<file path="config.mk">
export PLATFORM = sky130hd
export DESIGN_NAME = spike_class_decoder_flat
export DESIGN_NICKNAME = d
export VERILOG_FILES = /design/src/rtl/spike_class_decoder_pkg.sv /design/src/rtl/spike_class_decoder_if.sv /design/src/rtl/spike_class_decoder_counter_bank.sv /design/src/rtl/spike_class_decoder.sv /design/src/flat_wrapper.sv
export SDC_FILE = /design/constraint.sdc
export NUM_CORES = 1
export LEC_CHECK = 0
export ABC_AREA = 1
export CORE_MARGIN = 2
export CORE_UTILIZATION = 55
export CTS_CLUSTER_DIAMETER = 50
export DETAILED_ROUTE_END_ITERATION = 12
export MAX_ROUTING_LAYER = met4
export PLACE_DENSITY = 0.79
export SYNTH_ARGS = -nofsm -noshare
export SYNTH_HDL_FRONTEND = slang
export SYNTH_HIERARCHICAL = 1
export SYNTH_SLANG_ARGS = --single-unit
</file>
<file path="constraint.sdc">
create_clock -name clk -period 3.25 [get_ports clk]
set_clock_uncertainty 0.2 [all_clocks]
set_input_delay 0.65 -clock clk [delete_from_list [all_inputs] [get_ports clk]]
set_output_delay 0.65 -clock clk [all_outputs]
set_load 0.005 [all_outputs]
</file>
<file path="src/rtl/spike_class_decoder_pkg.sv">
// Shared constants, state encoding and helpers for the spike class decoder.
package spike_class_decoder_pkg;

  localparam int unsigned N_OUT = 10;
  localparam int unsigned CNT_W = 8;
  localparam int unsigned IDX_W = 4;

  typedef enum logic [1:0] {
    ST_ACCUM = 2'd0,
    ST_SCAN  = 2'd1,
    ST_HOLD  = 2'd2
  } state_e;

  // Smallest r with 2**r >= value; used to validate index widths.
  function automatic int unsigned clog2(input int unsigned value);
    int unsigned r;
    r = 0;
    for (int unsigned i = 0; i < 32; i++) begin
      if ((64'd1 << i) < 64'(value)) r = i + 1;
    end
    return r;
  endfunction

endpackage

</file>
<file path="src/rtl/spike_class_decoder_if.sv">
// Spike stream in, classification result out, plus status flags.
interface spike_class_decoder_if;
  import spike_class_decoder_pkg::*;

  logic             spike_valid;
  logic [N_OUT-1:0] spike;
  logic             frame_end;
  logic             result_valid;
  logic             result_ready;
  logic [IDX_W-1:0] class_id;
  logic [CNT_W-1:0] max_count;
  logic             busy;
  logic             overrun;

  // Environment side: drives spikes and accepts results.
  modport master (
    output spike_valid, spike, frame_end, result_ready,
    input  result_valid, class_id, max_count, busy, overrun
  );

  // Decoder side.
  modport slave (
    input  spike_valid, spike, frame_end, result_ready,
    output result_valid, class_id, max_count, busy, overrun
  );

endinterface

</file>
<file path="src/rtl/spike_class_decoder_counter_bank.sv">
// Bank of saturating per-neuron spike counters with a read mux by index.
module spike_counter_bank
  import spike_class_decoder_pkg::*;
#(
  parameter int unsigned NOut = N_OUT,
  parameter int unsigned CntW = CNT_W,
  parameter int unsigned IdxW = IDX_W
) (
  input  logic            clk,
  input  logic            rst,
  input  logic            inc_en,
  input  logic [NOut-1:0] spike,
  input  logic            clear,
  input  logic [IdxW-1:0] rd_idx,
  output logic [CntW-1:0] rd_cnt
);

  if (clog2(NOut) > IdxW) begin : g_idx_w_check
    $error("IdxW too narrow to address every counter");
  end

  logic [CntW-1:0] cnt_q [NOut];

  // Count spikes per neuron, holding at all-ones instead of wrapping.
  always_ff @(posedge clk or negedge rst) begin
    if (!rst) begin
      for (int k = 0; k < NOut; k++) cnt_q[k] <= '0;
    end else if (clear) begin
      for (int k = 0; k < NOut; k++) cnt_q[k] <= '0;
    end else if (inc_en) begin
      for (int k = 0; k < NOut; k++) begin
        if (spike[k] && (cnt_q[k] != '1)) cnt_q[k] <= cnt_q[k] + CntW'(1);
      end
    end
  end

  // Read mux; out-of-range indices read as zero.
  always_comb begin
    rd_cnt = '0;
    for (int k = 0; k < NOut; k++) begin
      if (rd_idx == IdxW'(k)) rd_cnt = cnt_q[k];
    end
  end

endmodule

</file>
<file path="src/rtl/spike_class_decoder.sv">
// Accumulates output-layer spikes per image, then scans for the argmax class
// and offers it through a valid/ready handshake.
module spike_class_decoder
  import spike_class_decoder_pkg::*;
(
  input  logic                  clk,
  input  logic                  rst,
  spike_class_decoder_if.slave  bus
);

  state_e           state_q, state_d;
  logic [IDX_W-1:0] scan_idx_q, scan_idx_d;
  logic [IDX_W-1:0] best_idx_q, best_idx_d;
  logic [CNT_W-1:0] best_cnt_q, best_cnt_d;
  logic [IDX_W-1:0] class_id_q, class_id_d;
  logic [CNT_W-1:0] max_count_q, max_count_d;
  logic             overrun_q, overrun_d;

  logic             in_accum;
  logic             handshake;
  logic             last_idx;
  logic             better;
  logic [CNT_W-1:0] rd_cnt;

  assign in_accum  = (state_q == ST_ACCUM);
  assign handshake = (state_q == ST_HOLD) && bus.result_ready;
  assign last_idx  = (scan_idx_q == IDX_W'(N_OUT - 1));
  // Strict compare keeps the lowest index on ties.
  assign better    = (rd_cnt > best_cnt_q);

  spike_counter_bank #(
    .NOut (N_OUT),
    .CntW (CNT_W),
    .IdxW (IDX_W)
  ) u_counter_bank (
    .clk    (clk),
    .rst    (rst),
    .inc_en (in_accum && bus.spike_valid),
    .spike  (bus.spike),
    .clear  (handshake),
    .rd_idx (scan_idx_q),
    .rd_cnt (rd_cnt)
  );

  // Next-state: accumulate, scan one counter per cycle, hold until accepted.
  always_comb begin
    state_d     = state_q;
    scan_idx_d  = scan_idx_q;
    best_idx_d  = best_idx_q;
    best_cnt_d  = best_cnt_q;
    class_id_d  = class_id_q;
    max_count_d = max_count_q;
    // Stream events outside ACCUM are dropped but remembered.
    overrun_d   = overrun_q || (!in_accum && (bus.spike_valid || bus.frame_end));

    case (state_q)
      ST_ACCUM: begin
        if (bus.frame_end) begin
          state_d    = ST_SCAN;
          scan_idx_d = '0;
          best_idx_d = '0;
          best_cnt_d = '0;
        end
      end
      ST_SCAN: begin
        if (better) begin
          best_idx_d = scan_idx_q;
          best_cnt_d = rd_cnt;
        end
        if (last_idx) begin
          state_d     = ST_HOLD;
          class_id_d  = better ? scan_idx_q : best_idx_q;
          max_count_d = better ? rd_cnt : best_cnt_q;
          scan_idx_d  = '0;
        end else begin
          scan_idx_d = scan_idx_q + IDX_W'(1);
        end
      end
      ST_HOLD: begin
        if (bus.result_ready) state_d = ST_ACCUM;
      end
      default: state_d = ST_ACCUM;
    endcase
  end

  // State and result registers.
  always_ff @(posedge clk or negedge rst) begin
    if (!rst) begin
      state_q     <= ST_ACCUM;
      scan_idx_q  <= '0;
      best_idx_q  <= '0;
      best_cnt_q  <= '0;
      class_id_q  <= '0;
      max_count_q <= '0;
      overrun_q   <= 1'b0;
    end else begin
      state_q     <= state_d;
      scan_idx_q  <= scan_idx_d;
      best_idx_q  <= best_idx_d;
      best_cnt_q  <= best_cnt_d;
      class_id_q  <= class_id_d;
      max_count_q <= max_count_d;
      overrun_q   <= overrun_d;
    end
  end

  assign bus.result_valid = (state_q == ST_HOLD);
  assign bus.busy         = (state_q == ST_SCAN) || (state_q == ST_HOLD);
  assign bus.class_id     = class_id_q;
  assign bus.max_count    = max_count_q;
  assign bus.overrun      = overrun_q;

endmodule

</file>
<file path="src/flat_wrapper.sv">
// flat-port wrapper written by rule: the top's interface ports become plain ports
module spike_class_decoder_flat import spike_class_decoder_pkg::*;
  (clk, rst, bus_spike_valid, bus_spike, bus_frame_end, bus_result_ready, bus_result_valid, bus_class_id, bus_max_count, bus_busy, bus_overrun);
  spike_class_decoder_if bus_i ();
  input  logic clk;
  input  logic rst;
  input wire logic [$bits(bus_i.spike_valid)-1:0] bus_spike_valid;
  input wire logic [$bits(bus_i.spike)-1:0] bus_spike;
  input wire logic [$bits(bus_i.frame_end)-1:0] bus_frame_end;
  input wire logic [$bits(bus_i.result_ready)-1:0] bus_result_ready;
  output wire logic [$bits(bus_i.result_valid)-1:0] bus_result_valid;
  output wire logic [$bits(bus_i.class_id)-1:0] bus_class_id;
  output wire logic [$bits(bus_i.max_count)-1:0] bus_max_count;
  output wire logic [$bits(bus_i.busy)-1:0] bus_busy;
  output wire logic [$bits(bus_i.overrun)-1:0] bus_overrun;
  assign bus_i.spike_valid = bus_spike_valid;
  assign bus_i.spike = bus_spike;
  assign bus_i.frame_end = bus_frame_end;
  assign bus_i.result_ready = bus_result_ready;
  assign bus_result_valid = bus_i.result_valid;
  assign bus_class_id = bus_i.class_id;
  assign bus_max_count = bus_i.max_count;
  assign bus_busy = bus_i.busy;
  assign bus_overrun = bus_i.overrun;
  spike_class_decoder u_core (.clk(clk), .rst(rst), .bus(bus_i));
endmodule
</file>
Fig. 1: wires at chosen ports, followed through buffers
Scale: 3 px per um.
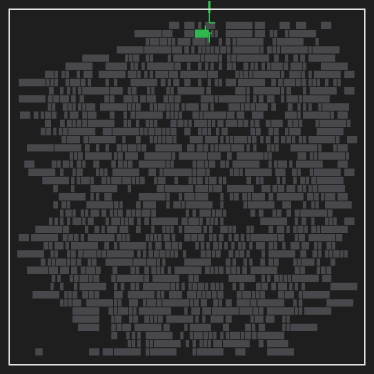
legend:
  green:
    port: `bus_result_valid`
    bits: 1
    direction: output
    end_cells: 1
    buffers: 1
    wire: 13.3 um
PortBufs: 29
Ports: 30

Fig. 2: pin placement
Scale: 2 px per um. Pins as bars across the die edge, other pins in grey.
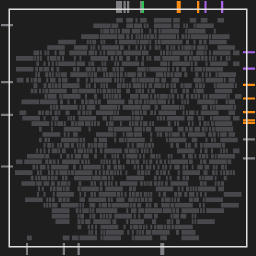
legend:
  orange:
    port: `bus_max_count`
    pins: 8
    direction: output
    edge: 5 east, 3 north
  purple:
    port: `bus_class_id`
    pins: 4
    direction: output
    edge: 2 north, 2 east
  green:
    port: `bus_result_valid`
    pins: 1
    direction: output
    edge: north
all pins by edge: 12 north, 9 east, 5 south, 4 west
Die Height: 118 um
chip width: 118 um

Fig. 3: routing congestion
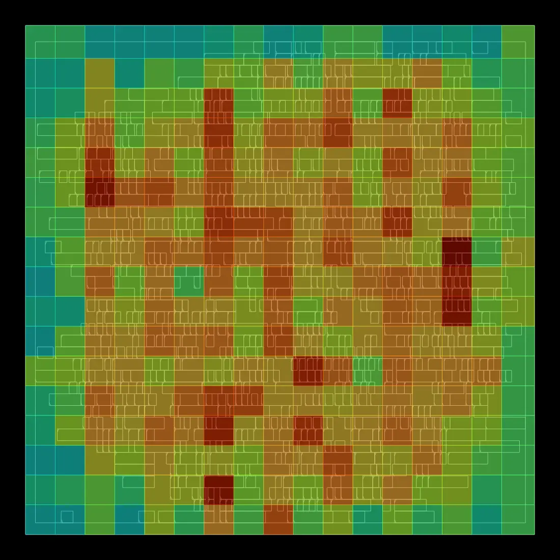
Core Util, Final: 63.2%
met1 usage: 36.2%
routed len/inst: 14.4 um
Overall Global Routing Usage: 26.3%

## registers in the layout, summed over array words and instances, names as in the netlist
| name | flops |
|---|---|
| u_core/bus.class_id | 4 |
| u_core/best_idx_q | 4 |
| u_core/state_q | 2 |
| u_core/bus.max_count | 8 |
| u_core/scan_idx_q | 4 |
| u_core/best_cnt_q | 8 |
| u_core/bus.overrun | 1 |
| u_core/u_counter_bank/cnt_q | 80 |
## per-layer routing
layer / share of wire, % / vias to the layer above / wire length (um)
li1: - / 3182 / -
met1: 47 / 3001 / 7930
met2: 45 / 195 / 7630
met3: 6.3 / 15 / 1050
met4: 1.2 / 0 / 197
met5: 0 / - / 0
## power by group
group / switching [mW] / total, mW / internal, mW
logic: 2.40 / 3.72 / 1.32
clock network: 0.535 / 1.21 / 0.679
registers: 0.635 / 2.53 / 1.89
==> impl_metrics.csv <==
group,metric,value,unit
place,dp_hpwl,12300,um
final_timing,setup-violations-final,0,
yosys,ys_sh_simple,38.0,%
final_timing,max_slew_margin,47.3,%
final_timing,rsz0062_at_grt,"yes",
run_status,status,"finished clean",
global_route,grt_start_max_net_pins,60,
yosys,ys_seq_share,38.8,%
finish,biggestCellCategory,"multi-input combinational cells",
global_route,busiest_layer,"met2",
finish,final_cell_count_no_fill,1170,
detailed_routing,wl,16800,um
final_timing,fmax,0.325,GHz
finish,drive_above_1_share,11.6,%
detailed_routing,drc,0,
setup_path,crit_start,"u_core/scan_idx_q[1]",
setup_path,crit_path_max_fanout,11,
finish,clock_area_share,4.00,%
setup_path,cp_top_family,"simple AND/OR/NAND/NOR gates",
yosys,avgSynthCellArea,7.47,um^2
setup_path,r2r-start,"u_core/scan_idx_q[1]",
pwr,power,7.46,mW
final_timing,slew_viol_final,0,
finish,comb_cells,718,
detailed_routing,drtAntennaViolNets,0,
finish,comb_share,48.1,%
clock_network,clockRootBuffer,"clkbuf_16",
global_route,grt_pass1_vias,5978,
floorplanning,chipArea,13900,um^2
setup_path,r2r-end,"u_core/best_idx_q[0]",
setup_path,path_depth,19,
floorplanning,core,12700,um^2
yosys,synth.cell_area,7150,um^2
yosys,ys_sh_adder,4.02,%
clock_network,ctsHoldBuffers,0,
yosys,synthTopCellsByArea,"dfrtp_1 (39%), nand2_1 (14%), nand3_1 (8.3%)",
yosys,synth-async-reset-ratio,100,%
setup_path,cp_cell_sequence,"inv_1, nor2_1, nand2_1, nor2_1, nor2_1, nand4_1, nor2_1, nand4_1, ha_1, nand2_1, nand2_1, nand2_1, nand2_1, nand2_2, nand2_4, buf_4, nand3_1, nand3_1, nand2_1",
detailed_routing,drt_first_pass_iters,5,
finish,flop_area,2780,um^2
clock_network,post-cts-setup-buffers,0,
yosys,ys_top_logic_family,"simple AND/OR/NAND/NOR gates",
final_timing,worst_pin_slew,0.791,ns
finish,num_antenna_cells,0,
setup_path,max_stage_delay,0.49,ns
setup_path,crit_slowest_cell,"dfrtp_2",
yosys,yosysWarnings,6,
pwr,p_leak,3.82,nW
yosys,yosys.area.top_type_share,38.8,%
Power is estimated from default activity; no workload was simulated.
